[config.mk]
export PLATFORM = sky130hd
export DESIGN_NAME = fir_tap_sequencer
export DESIGN_NICKNAME = d
export VERILOG_FILES = /design/src/rtl/fir_seq_pkg.sv /design/src/rtl/fir_delay_line.sv /design/src/rtl/fir_tap_sequencer.sv
export SDC_FILE = /design/constraint.sdc
export NUM_CORES = 1
export LEC_CHECK = 0
export CAP_MARGIN = 20
export CORE_MARGIN = 8
export CORE_UTILIZATION = 30
export CTS_BUF_LIST = sky130_fd_sc_hd__clkbuf_16
export DETAILED_ROUTE_END_ITERATION = 7
export PLACE_DENSITY = 0.57
export SYNTH_ARGS = -nofsm -noshare
export SYNTH_HDL_FRONTEND = slang
export SYNTH_SLANG_ARGS = --single-unit
[constraint.sdc]
create_clock -name clk -period 17.6 [get_ports clk]
set_input_delay 1.76 -clock clk [delete_from_list [all_inputs] [get_ports clk]]
set_output_delay 1.76 -clock clk [all_outputs]
set_load 0.005 [all_outputs]
[src/rtl/fir_seq_pkg.sv]
// Shared types and helpers for the time-multiplexed FIR tap sequencer.
// The sat_reduce helper is only referenced when FIR_SEQ_SATURATE_EN is defined.
package fir_seq_pkg;

  // Sequencer control states.
  typedef enum logic [1:0] {
    S_IDLE  = 2'd0,
    S_MAC   = 2'd1,
    S_SCALE = 2'd2,
    S_OUT   = 2'd3
  } state_e;

  // Default coefficient fraction bits and tap count.
  localparam int DEF_FRAC  = 14;
  localparam int DEF_NTAPS = 8;

  // Working width of the clamp helper; wide enough for any legal accumulator.
  localparam int SAT_W = 64;

  typedef struct packed {
    logic             clamped;
    logic [SAT_W-1:0] value;
  } sat_res_t;

  // Clamp a sign-extended accumulator value into the signed range of data_w bits.
  function automatic sat_res_t sat_reduce(input logic signed [SAT_W-1:0] v,
                                          input int unsigned data_w);
    logic signed [SAT_W-1:0] hi;
    logic signed [SAT_W-1:0] lo;
    sat_res_t                r;
    hi        = $signed((SAT_W'(1) << (data_w - 1)) - SAT_W'(1));
    lo        = ~hi;
    r.clamped = 1'b0;
    r.value   = v;
    if (v > hi) begin
      r.clamped = 1'b1;
      r.value   = hi;
    end else if (v < lo) begin
      r.clamped = 1'b1;
      r.value   = lo;
    end
    return r;
  endfunction

endpackage

[src/rtl/fir_delay_line.sv]
// Circular sample history for the FIR sequencer: NTAPS registers, one write
// port, one combinational read index, all entries cleared by reset.
module fir_delay_line #(
  parameter int DATA_W = 16,
  parameter int NTAPS  = 8
) (
  input  logic                     clk,
  input  logic                     rst_n,
  input  logic                     we_i,
  input  logic [$clog2(NTAPS)-1:0] waddr_i,
  input  logic [DATA_W-1:0]        wdata_i,
  input  logic [$clog2(NTAPS)-1:0] raddr_i,
  output logic [DATA_W-1:0]        rdata_o
);

  logic [DATA_W-1:0] mem_q [NTAPS];

  // Sample storage: cleared on reset, one entry written per accepted sample.
  always_ff @(posedge clk or negedge rst_n) begin
    if (!rst_n) begin
      for (int i = 0; i < NTAPS; i++) begin
        mem_q[i] <= '0;
      end
    end else if (we_i) begin
      mem_q[waddr_i] <= wdata_i;
    end
  end

  assign rdata_o = mem_q[raddr_i];

endmodule

[src/rtl/fir_tap_sequencer.sv]
// Time-multiplexed FIR controller: one shared signed multiplier and accumulator
// walk NTAPS coefficients per accepted sample, then the sum is rescaled by FRAC.
// Optional feature macro FIR_SEQ_SATURATE_EN: clamp instead of wrap on the
// final reduction and expose sat_flag.
module fir_tap_sequencer
  import fir_seq_pkg::*;
#(
  parameter int DATA_W = 16,
  parameter int COEF_W = 16,
  parameter int FRAC   = DEF_FRAC,
  parameter int NTAPS  = DEF_NTAPS
) (
  input  logic                     clk,
  input  logic                     rst_n,
  input  logic                     in_valid,
  output logic                     in_ready,
  input  logic [DATA_W-1:0]        in_sample,
  input  logic                     coef_we,
  input  logic [$clog2(NTAPS)-1:0] coef_addr,
  input  logic [COEF_W-1:0]        coef_wdata,
  output logic                     coef_drop,
  output logic                     out_valid,
  input  logic                     out_ready,
  output logic [DATA_W-1:0]        out_sample,
  output logic                     busy
`ifdef FIR_SEQ_SATURATE_EN
  ,
  output logic                     sat_flag
`endif
);

  localparam int AW     = $clog2(NTAPS);
  localparam int PROD_W = DATA_W + COEF_W;
  // Headroom of log2(NTAPS) bits means the sum of NTAPS full products cannot overflow.
  localparam int ACC_W  = DATA_W + COEF_W + $clog2(NTAPS);

  localparam logic [AW-1:0]     K_LAST   = AW'(NTAPS - 1);
  localparam logic [COEF_W-1:0] COEF_ONE = COEF_W'(1) << FRAC;

  state_e                   state_q, state_d;
  logic [AW-1:0]            k_q, k_d;
  logic [AW-1:0]            wr_ptr_q, wr_ptr_d;
  logic signed [ACC_W-1:0]  acc_q, acc_d;
  logic [DATA_W-1:0]        out_sample_q, out_sample_d;
  logic                     coef_drop_q, coef_drop_d;
  logic [COEF_W-1:0]        coef_q [NTAPS];

  logic                     dl_we;
  logic                     coef_wr_en;
  logic [AW-1:0]            rd_idx;
  logic [DATA_W-1:0]        x_rd;
  logic [COEF_W-1:0]        coef_k;
  logic signed [PROD_W-1:0] coef_ext;
  logic signed [PROD_W-1:0] x_ext;
  logic signed [PROD_W-1:0] prod;
  logic signed [ACC_W-1:0]  prod_ext;
  logic [DATA_W-1:0]        reduced;

`ifdef FIR_SEQ_SATURATE_EN
  logic                     sat_q, sat_d;
  logic                     clamped;
  logic signed [ACC_W-1:0]  acc_shift;
  sat_res_t                 sat_res;
`endif

  fir_delay_line #(
    .DATA_W (DATA_W),
    .NTAPS  (NTAPS)
  ) u_delay_line (
    .clk     (clk),
    .rst_n   (rst_n),
    .we_i    (dl_we),
    .waddr_i (wr_ptr_q),
    .wdata_i (in_sample),
    .raddr_i (rd_idx),
    .rdata_o (x_rd)
  );

  // Newest sample sits at wr_ptr during MAC, so tap k looks k entries back.
  assign rd_idx   = wr_ptr_q - k_q;
  assign coef_k   = coef_q[k_q];
  assign coef_ext = {{DATA_W{coef_k[COEF_W-1]}}, coef_k};
  assign x_ext    = {{COEF_W{x_rd[DATA_W-1]}}, x_rd};
  assign prod     = coef_ext * x_ext;
  assign prod_ext = {{(ACC_W-PROD_W){prod[PROD_W-1]}}, prod};

  // Coefficient writes only land while idle; anything else is reported as dropped.
  assign coef_wr_en  = coef_we && (state_q == S_IDLE);
  assign coef_drop_d = coef_we && (state_q != S_IDLE);

`ifdef FIR_SEQ_SATURATE_EN
  assign acc_shift = acc_q >>> FRAC;
  assign sat_res   = sat_reduce({{(SAT_W-ACC_W){acc_shift[ACC_W-1]}}, acc_shift}, DATA_W);
  assign reduced   = DATA_W'(sat_res.value);
  assign clamped   = sat_res.clamped;
`else
  // Arithmetic shift floors toward -inf; the size cast wraps to DATA_W.
  assign reduced = DATA_W'(acc_q >>> FRAC);
`endif

  // Coefficient bank: unity passthrough on tap 0 after reset.
  always_ff @(posedge clk or negedge rst_n) begin
    if (!rst_n) begin
      for (int i = 0; i < NTAPS; i++) begin
        coef_q[i] <= (i == 0) ? COEF_ONE : '0;
      end
    end else if (coef_wr_en) begin
      coef_q[coef_addr] <= coef_wdata;
    end
  end

  // Next-state, datapath update and delay-line write enable.
  always_comb begin
    state_d      = state_q;
    k_d          = k_q;
    wr_ptr_d     = wr_ptr_q;
    acc_d        = acc_q;
    out_sample_d = out_sample_q;
    dl_we        = 1'b0;
`ifdef FIR_SEQ_SATURATE_EN
    sat_d        = sat_q;
`endif
    unique case (state_q)
      S_IDLE: begin
        if (in_valid) begin
          dl_we   = 1'b1;
          acc_d   = '0;
          k_d     = '0;
          state_d = S_MAC;
        end
      end
      S_MAC: begin
        acc_d = acc_q + prod_ext;
        k_d   = k_q + 1'b1;
        if (k_q == K_LAST) begin
          wr_ptr_d = wr_ptr_q + 1'b1;
          state_d  = S_SCALE;
        end
      end
      S_SCALE: begin
        out_sample_d = reduced;
`ifdef FIR_SEQ_SATURATE_EN
        sat_d        = clamped;
`endif
        state_d      = S_OUT;
      end
      S_OUT: begin
        if (out_ready) begin
          state_d = S_IDLE;
        end
      end
      default: state_d = S_IDLE;
    endcase
  end

  // State and datapath registers; reset discards any in-flight sample.
  always_ff @(posedge clk or negedge rst_n) begin
    if (!rst_n) begin
      state_q      <= S_IDLE;
      k_q          <= '0;
      wr_ptr_q     <= '0;
      acc_q        <= '0;
      out_sample_q <= '0;
      coef_drop_q  <= 1'b0;
`ifdef FIR_SEQ_SATURATE_EN
      sat_q        <= 1'b0;
`endif
    end else begin
      state_q      <= state_d;
      k_q          <= k_d;
      wr_ptr_q     <= wr_ptr_d;
      acc_q        <= acc_d;
      out_sample_q <= out_sample_d;
      coef_drop_q  <= coef_drop_d;
`ifdef FIR_SEQ_SATURATE_EN
      sat_q        <= sat_d;
`endif
    end
  end

  assign in_ready   = (state_q == S_IDLE);
  assign busy       = (state_q != S_IDLE);
  assign out_valid  = (state_q == S_OUT);
  assign out_sample = out_sample_q;
  assign coef_drop  = coef_drop_q;
`ifdef FIR_SEQ_SATURATE_EN
  assign sat_flag   = sat_q;
`endif

endmodule
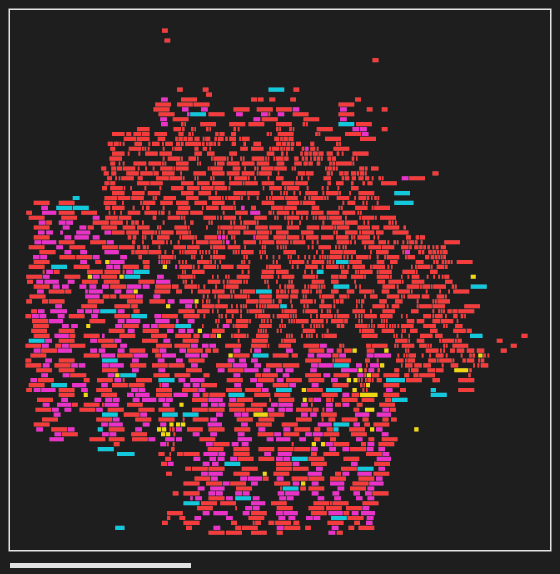
*Sizing map*
Scale bar: 100 um.
legend:
  magenta:
    size: _2 cells
    cells: 383
    share: 18%
  red:
    size: _0 and _1 cells
    cells: 1620
    share: 77%
  cyan:
    size: _6 and larger
    cells: 51
    share: 2.4%
  yellow:
    size: _3 and _4 cells
    cells: 44
    share: 2.1%
bufs w/o clock: 102
Final WS setup: 8.221 ns

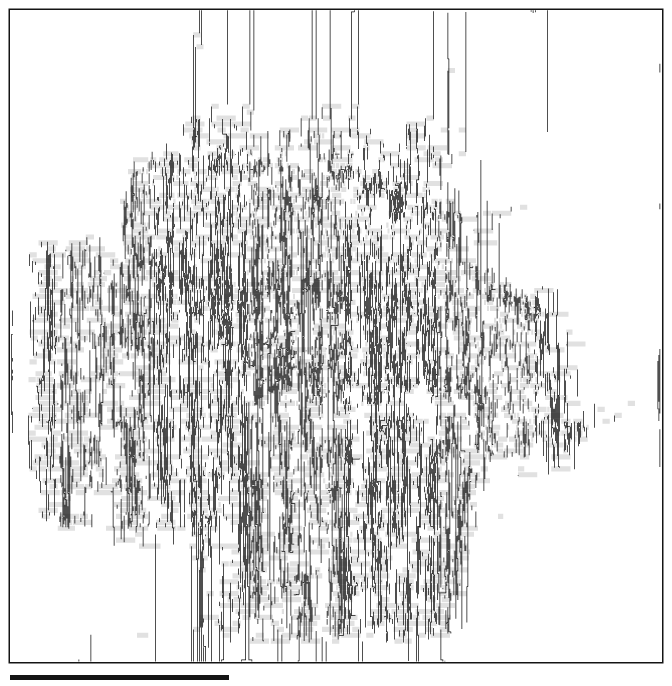
*The metal 2 layer*
Scale bar: 100 um.
nets with wire on the layer: 2254
share of all routed wire: 50%
met2 Usage GRT: 23.78%
WL final: 59500 um
via count: 15.06k

==> out/metrics.csv <==
metric;value;unit
met3 Use GR;2.024;%
vias per inst;4.785;
CTS Buf Count;38;
Mux cell area share;21.71;%
met3 WL post-DR;2711;um
cell taking the most area after synthesis;dfrtp_1;
ClkCell Share;4.377;%
sequential share of the synthesized area;32.55;%
drt initial violations;778;
r2r setup slk;8.22;ns
gpl congestion;0.8657;
Rows;103;
Area Growth Syn to Fin;13.55;%
Synth top cell by count;inv_1;
fmax;106.6;MHz
worst path bufs/invs;6;
number of global-route vias before repair;17000;
Area leader share;32.44;%
yosys warning tally;0;
status;completed;
Tmin final;9.379;ns
Post-Place Worst Slack;8.278;ns
fill cell count;7783;
